==> images/port_nets.png <==
The bar under the picture is 20 um long.
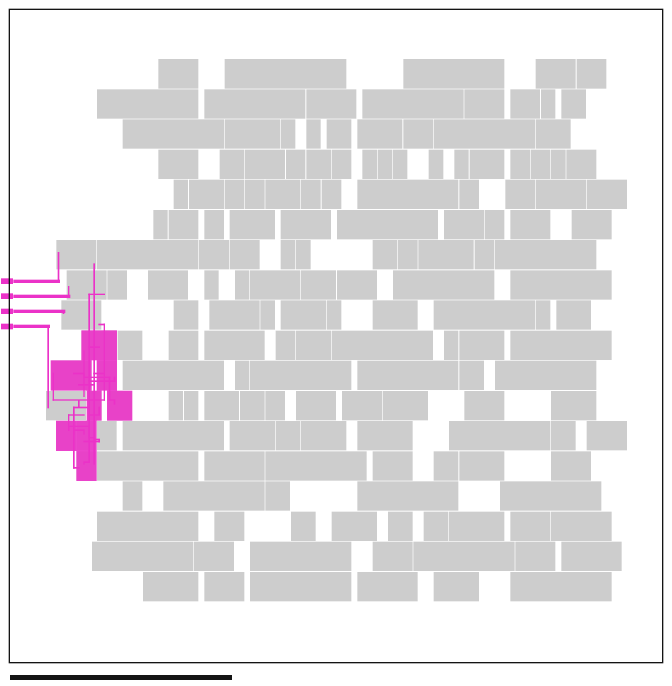
==> images/wire_density.png <==
The die is cut into 12 by 12 equal tiles; dark blue is low, red is high, scaled to the fullest tile. Values are wire area over tile area, all layers added.
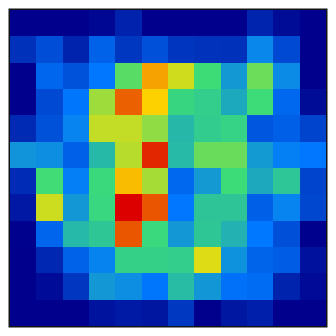
==> images/pdn.png <==
The bar under the picture is 20 um long. Pins as bars on the die edge. Tap cells in grey.
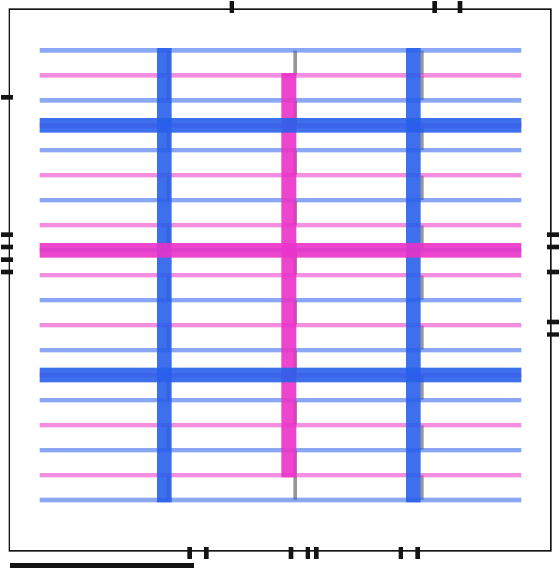
==> images/cell_classes.png <==
Fill, decap, tap and diode cells in grey.
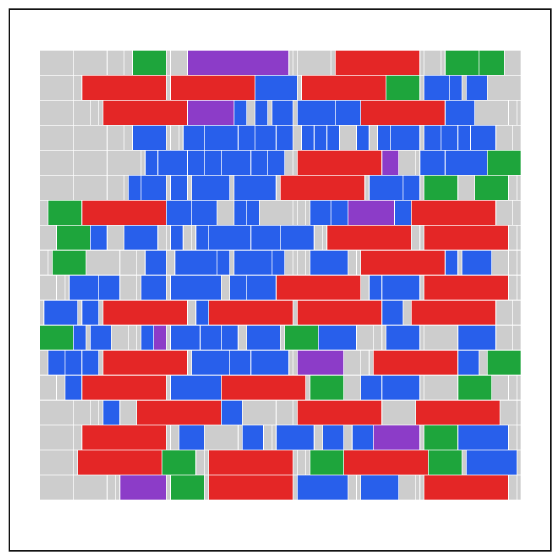
==> images/final_placement.png <==
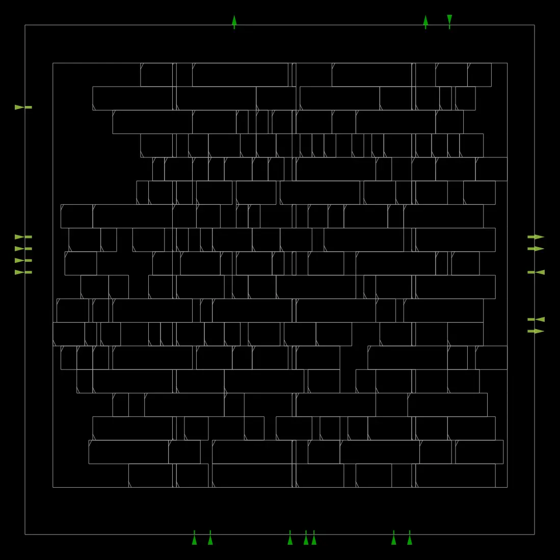
`config.mk`:
```
export PLATFORM = sky130hd
export DESIGN_NAME = seq_pattern_tx
export DESIGN_NICKNAME = d
export VERILOG_FILES = /design/src/rtl/melay_pkg.sv /design/src/rtl/piso_shift.sv /design/src/rtl/seq_pattern_tx.sv
export SDC_FILE = /design/constraint.sdc
export NUM_CORES = 1
export LEC_CHECK = 0
export CAP_MARGIN = 20
export CORE_MARGIN = 3
export CORE_UTILIZATION = 58
export CTS_BUF_LIST = sky130_fd_sc_hd__clkbuf_8 sky130_fd_sc_hd__clkbuf_16
export CTS_CLUSTER_DIAMETER = 150
export DETAILED_ROUTE_END_ITERATION = 16
export PLACE_DENSITY = 0.91
export SLEW_MARGIN = 40
export SYNTH_ARGS = -nofsm -noshare
export SYNTH_HDL_FRONTEND = slang
export SYNTH_SLANG_ARGS = --single-unit
```
`constraint.sdc`:
```
create_clock -name clk -period 4.9 [get_ports clk]
set_input_delay 0.735 -clock clk [delete_from_list [all_inputs] [get_ports clk]]
set_output_delay 0.735 -clock clk [all_outputs]
set_load 0.01 [all_outputs]
```
`src/rtl/melay_pkg.sv`:
```
// melay_pkg: definitions shared by the serial pattern transmitter and the
// Mealy sequence detector, so that the TX and RX sides and their benches agree.
//   tx_state_t         transmitter FSM encoding
//   DEF_WIDTH/CNT_W/GAP default transmitter parameters
//   DET_PATTERN(_LEN)   bit pattern the detector searches for, MSB first
package melay_pkg;

  localparam int DEF_WIDTH = 8;
  localparam int DEF_CNT_W = 4;
  localparam int DEF_GAP   = 1;

  localparam int             DET_PATTERN_LEN = 4;
  localparam logic [3:0]     DET_PATTERN     = 4'b1011;

  // The S_ prefix keeps the literals clear of the GAP parameter in the TX top.
  typedef enum logic [1:0] {
    S_IDLE  = 2'd0,
    S_SHIFT = 2'd1,
    S_GAP   = 2'd2
  } tx_state_t;

endpackage

```
`src/rtl/piso_shift.sv`:
```
// piso_shift: WIDTH-bit parallel-load, shift-left register, MSB out.
//   clk, rst  clock, async active-low reset (clears the register)
//   load      load din (has priority over shift)
//   shift     shift left by one, zero fill
//   din       parallel word
//   msb       current MSB of the register
module piso_shift #(
  parameter int WIDTH = 8
) (
  input  logic             clk,
  input  logic             rst,
  input  logic             load,
  input  logic             shift,
  input  logic [WIDTH-1:0] din,
  output logic             msb
);

  logic [WIDTH-1:0] shreg;

  always_ff @(posedge clk or negedge rst) begin
    if (!rst) begin
      shreg <= '0;
    end else if (load) begin
      shreg <= din;
    end else if (shift) begin
      shreg <= {shreg[WIDTH-2:0], 1'b0};
    end
  end

  assign msb = shreg[WIDTH-1];

endmodule

```
`src/rtl/seq_pattern_tx.sv`:
```
// seq_pattern_tx: accepts a WIDTH-bit word over valid/ready and sends it
// MSB-first on outp, max(load_reps,1) times back to back, followed by GAP idle
// cycles.
//   clk, rst    clock, async active-low reset
//   load_valid  word offered
//   load_ready  word can be accepted this cycle (decoded from state)
//   load_data   word to serialise
//   load_reps   repetition count, 0 behaves as 1
//   outp        serial bit (registered)
//   out_valid   outp carries a frame bit (registered)
//   last        final bit of the final repetition (registered)
//   busy        FSM not idle (registered)
//
// state   | meaning
// S_IDLE  | waiting for a word, load_ready=1
// S_SHIFT | sending bits; reloads the saved word between repetitions
// S_GAP   | idle cycles after a frame, load_ready=0
module seq_pattern_tx
  import melay_pkg::*;
#(
  parameter int WIDTH = DEF_WIDTH,
  parameter int CNT_W = DEF_CNT_W,
  parameter int GAP   = DEF_GAP
) (
  input  logic             clk,
  input  logic             rst,
  input  logic             load_valid,
  output logic             load_ready,
  input  logic [WIDTH-1:0] load_data,
  input  logic [CNT_W-1:0] load_reps,
  output logic             outp,
  output logic             out_valid,
  output logic             last,
  output logic             busy
);

  localparam int BW = $clog2(WIDTH);
  localparam int GW = 4;

  tx_state_t        state, state_d;
  logic [BW-1:0]    bit_cnt, bit_cnt_d;
  logic [CNT_W-1:0] rep_left, rep_left_d, reps_m1;
  logic [GW-1:0]    gap_cnt, gap_cnt_d;
  logic [WIDTH-1:0] saved, piso_din;
  logic             load_en, shift_en, accept, ready_dec;

  assign reps_m1 = (load_reps == '0) ? '0 : load_reps - CNT_W'(1);

  always_comb begin
    state_d    = state;
    bit_cnt_d  = bit_cnt;
    rep_left_d = rep_left;
    gap_cnt_d  = gap_cnt;
    load_en    = 1'b0;
    shift_en   = 1'b0;
    accept     = 1'b0;
    ready_dec  = 1'b0;
    piso_din   = saved;

    case (state)
      S_IDLE: ready_dec = 1'b1;
      S_SHIFT: begin
        if (bit_cnt != '0) begin
          shift_en  = 1'b1;
          bit_cnt_d = bit_cnt - BW'(1);
        end else if (rep_left != '0) begin
          load_en    = 1'b1;
          bit_cnt_d  = BW'(WIDTH - 1);
          rep_left_d = rep_left - CNT_W'(1);
        end else begin
          // Shifting out the final bit leaves the register all zero, which
          // holds outp low through GAP and IDLE.
          shift_en = 1'b1;
          if (GAP > 0) begin
            state_d   = S_GAP;
            gap_cnt_d = GW'(GAP - 1);
          end else begin
            state_d   = S_IDLE;
            ready_dec = 1'b1;
          end
        end
      end
      S_GAP: begin
        if (gap_cnt == '0) state_d = S_IDLE;
        else               gap_cnt_d = gap_cnt - GW'(1);
      end
      default: state_d = S_IDLE;
    endcase

    // Accept overrides the wind-down of the last bit when GAP==0, giving a
    // seamless back-to-back frame.
    if (ready_dec && load_valid) begin
      accept     = 1'b1;
      load_en    = 1'b1;
      shift_en   = 1'b0;
      piso_din   = load_data;
      bit_cnt_d  = BW'(WIDTH - 1);
      rep_left_d = reps_m1;
      state_d    = S_SHIFT;
    end
  end

  assign load_ready = rst & ready_dec;

  always_ff @(posedge clk or negedge rst) begin
    if (!rst) begin
      state     <= S_IDLE;
      bit_cnt   <= '0;
      rep_left  <= '0;
      gap_cnt   <= '0;
      saved     <= '0;
      out_valid <= 1'b0;
      last      <= 1'b0;
      busy      <= 1'b0;
    end else begin
      state     <= state_d;
      bit_cnt   <= bit_cnt_d;
      rep_left  <= rep_left_d;
      gap_cnt   <= gap_cnt_d;
      if (accept) saved <= load_data;
      out_valid <= (state_d == S_SHIFT);
      last      <= (state_d == S_SHIFT) && (bit_cnt_d == '0) && (rep_left_d == '0);
      busy      <= (state_d != S_IDLE);
    end
  end

  piso_shift #(.WIDTH(WIDTH)) u_piso (
    .clk   (clk),
    .rst   (rst),
    .load  (load_en),
    .shift (shift_en),
    .din   (piso_din),
    .msb   (outp)
  );

endmodule
```
==> results.sh <==
# physical design summary
export IMPL_run_status="finished clean"
export IMPL_synth_area_sq_um=1620
export IMPL_ys_sh_simple_pct=18.8
export IMPL_p_leak_nw=0.855
export IMPL_drt_total_wl_um=3440
export IMPL_detail_route_drc_violations=0
export IMPL_drv_max_cap_violation_count=0
export IMPL_routabilityCongestion=0.837
export IMPL_worst_setup_path_start_kind="primary input"
export IMPL_synth_comb_largest_family="simple AND/OR/NAND/NOR gates"
export IMPL_number_of_nets_in_the_finished_design=186
export IMPL_ys_cells=144
export IMPL_ys_chip_area_sq_um=1620
export IMPL_clock_path_buffers=2
export IMPL_grt_antenna_before_repair=0
export IMPL_number_of_top_level_pins=20
export IMPL_postRouteAntennaNets=0
export IMPL_timing_final_crit_period_ns=3.02
export IMPL_max_freq_mhz=331
export IMPL_totalPowerFinal_w=0.000528
export IMPL_die_height_um=58.8
export IMPL_hold_violations=0
export IMPL_power_density_nw_per_um2=273
export IMPL_worst_r2r_startpoint="bit_cnt[0]"
export IMPL_wl_met3_um=173
export IMPL_largest_net_degree_at_the_start_of_global_routing=34
export IMPL_slew_at_the_pin_with_the_worst_max_slew_slack_ns=0.624
export IMPL_report_final_setup_viol=0
export IMPL_initCoreUtil_pct=63.0
export IMPL_post_synth_top_area_cell="sky130_fd_sc_hd__dfrtp_1"
export IMPL_stage_log_warnings=27
export IMPL_edf_count=0
export IMPL_finalMaxSlewViolations=0
export IMPL_topRoutingLayerUsed="met4"
export IMPL_routed_via_density=6.23
export IMPL_floorplan_die_area_sq_um=3460
export IMPL_ctsHoldBuffers=0
export IMPL_cp_top_family="buffers and inverters"
export IMPL_grt_pass1_vias=1330
export IMPL_finalSetupTns_ns=0
export IMPL_cp_end_kind="output pin"
export IMPL_clock_sink_count=32
export IMPL_clock_tree_root_cell="sky130_fd_sc_hd__clkbuf_8"
export IMPL_clock_tree_from_tritoncts="done"
export IMPL_synth_area_mux_share_pct=7.97
export IMPL_hold_start="saved[4]"
export IMPL_layout_worst_path_cycle_share_pct=61.7
export IMPL_post_drt_wl_per_cell_um=17.4
export IMPL_mappedNetlistNets=163
export IMPL_largest_vdd_supply_drop_mv=0.264
export IMPL_crit_path_top_delay_cell="sky130_fd_sc_hd__clkdlybuf4s50_1"
export IMPL_layout_top_cell="sky130_fd_sc_hd__dfrtp_1"
export IMPL_cp_common_cell="sky130_fd_sc_hd__clkdlybuf4s50_1"
export IMPL_path_clk_slew_ns=0.06
export IMPL_grt_overflow_total=0
export IMPL_first_iter_violations=57
export IMPL_required_ns=4.16
export IMPL_synth_area_top_cells="sky130_fd_sc_hd__dfrtp_1 (50%), sky130_fd_sc_hd__o221a_2 (4.9%), sky130_fd_sc_hd__mux2_4 (4.6%), sky130_fd_sc_hd__ha_1 (3.1%), sky130_fd_sc_hd__or3_1 (3.1%)"
export IMPL_min_delay_path_class="register to register"
export IMPL_postSynth_asyncResetShare_pct=100
export IMPL_rows=18
export IMPL_synth_seq_cells=32
export IMPL_synthesis_yosys_warnings=0
export IMPL_postCtsSetupRepairBufs=0
export IMPL_slew_headroom_pct=57.8
export IMPL_h_tree_lvls=2
export IMPL_top_cell_area_share_pct=49.5
export IMPL_layout_top_cells="sky130_fd_sc_hd__dfrtp_1 (32), sky130_fd_sc_hd__clkdlybuf4s50_1 (19), sky130_fd_sc_hd__nor2_1 (9)"
export IMPL_crit_chain="clkdlybuf4s50_1 -> buf_4 -> and2_1 -> clkdlybuf4s50_1"
export IMPL_drt_pass1_iter_count=4
export IMPL_num_vias=1234
export IMPL_insertedDiodeCount=0
export IMPL_critical_path_n_buffers_inverters=3
export IMPL_critical_path_startpoint="rst"
export IMPL_die_width_um=58.8
export IMPL_rsz0062_at_grt="no"
export IMPL_critical_path_maximum_fanout=33
export IMPL_synth_cell_types=44
export IMPL_met1_length_um=1390
export IMPL_dominantRegCellSynth="sky130_fd_sc_hd__dfrtp_1"
export IMPL_tritoncts_num_buffers=5
export IMPL_seq_area_frac_synth_pct=49.5
export IMPL_timing_setup_critical_path_class="primary input to output pin"
export IMPL_core_area_sq_um=2570
export IMPL_postSynthCellCount=144
export IMPL_met2RoutedLength_um=1780
export IMPL_critPathMaxStageDelay_ns=0.54
export IMPL_synth_compound_area_share_pct=15.9
export IMPL_synth_adder_area_share_pct=3.10
export IMPL_grt_pass1_wl_um=6130
## Picture notes: port_nets.png
| colour | port | bits | direction | edge | end cells | buffers | wire |
|---|---|---|---|---|---|---|---|
| magenta | load_reps | 4 | input | left | 8 | 4 | 112 um |

## Picture notes: wire_density.png
tiles over half the peak: 17%
densest ninth of the die: centre
fullest tile: 0.57
nearly empty tiles: 16%
mean over tiles: 0.16

## Picture notes: pdn.png
| colour | net |
|---|---|
| magenta | VDD |
| blue | VSS |
met4 straps: 3
met5 straps: 3
rows: 18
tap cells: 30
met1 rails: 19

## Picture notes: cell_classes.png
| colour | class | cells |
|---|---|---|
| blue | all other logic | 108 |
| purple | clock drivers and dummy loads | 8 |
| green | other buffers and delay cells | 20 |
| red | flops | 32 |

## Picture notes: final_placement.png
flop share of the area: 41.3%
Flops: 32
filler instances: 171
post-route non-filler standard cell count: 198
# Taps: 30

-- registers in the layout, indices dropped and copies added, names as in the netlist --
signal and cells:
saved 8, u_piso.shreg 8, gap_cnt 4, rep_left 4
bit_cnt 3, state 2, busy 1, last 1
out_valid 1
-- final timing paths --
| path | endpoint | slack [ns] | cells past startpoint |
|---|---|---|---|
| worst max-delay path | load_ready | 1.88 | 4 |
| worst min-delay path | saved[4] | 0.50 | 1 |
| worst max register to register | u_piso.shreg[3] | 2.80 | 5 |
| worst min register to register | saved[4] | 0.50 | 1 |
| max in group asynchronous | busy | 3.77 | 2 |
| min in group asynchronous | saved[1] | 0.84 | 2 |
-- cell usage after synthesis (all sizes together), types with 2 or more instances --
| cell type | number |
|---|---|
| xor2 | 2 |
| or4b | 2 |
| mux2 | 8 |
| nand2 | 6 |
| inv | 7 |
| mux2i | 2 |
| ha | 4 |
| clkbuf | 3 |
| or3 | 8 |
| dfrtp | 32 |
| nand3 | 3 |
| and2 | 3 |
| o21ai | 11 |
| nor3 | 5 |
| and2b | 2 |
| o221a | 7 |
| nor2 | 10 |
| o211ai | 5 |
| nand2b | 3 |
| a21oi | 3 |
-- report_power, final --
part	internal [W]	switching, W	leakage, nW
clock network	0.000149	0.0000957	0.0593
logic	0.0000113	0.00000861	0.372
registers	0.000264	0	0.424
total	0.000424	0.000104	0.855
-- layer usage --
| metal | global-route usage [%] | up-vias |
|---|---|---|
| met4 | 14.2 | 0 |
| met5 | 0 | - |
| met2 | 39.3 | 37 |
| met1 | 29.1 | 604 |
| met3 | 7.24 | 11 |
| li1 | - | 582 |
-- layout make-up --
type	instances	area, sq um	area share (%)
Inverter	7	26.3	1.36
Sequential cell	32	801	41.3
Timing Repair Buffer	20	198	10.2
Clock inverter	3	38.8	2.00
Multi-Input combinational cell	101	767	39.6
Tap cell	30	37.5	1.94
Clock buffer	5	68.8	3.55
-- metrics by stage --
step | utilization [%] | instance area [sq um] | hold slack (ns) | worst slack (ns) | cells
finish | 75.4 | 1940 | 0.498 | 1.88 | 198
global route | 75.4 | 1940 | 0.507 | 1.75 | 198
CTS | 75.4 | 1940 | 0.498 | 1.84 | 198
detailed placement | 71.2 | 1830 | 0.481 | 1.84 | 190
global placement | 71.2 | 1830 | 0.478 | 1.89 | 190
floorplan | - | 1620 | 0.439 | 3.20 | 144
-- kinds of logic after synthesis --
kind of cell | Yosys count
DFF | 32
muxes | 10
adders and majority gates | 4
AOI/OAI and AO/OA | 34
buffers and inverters | 11
and+or+nand+nor | 50
xor gates and xnor gates | 3
Power is estimated from default activity; no workload was simulated.
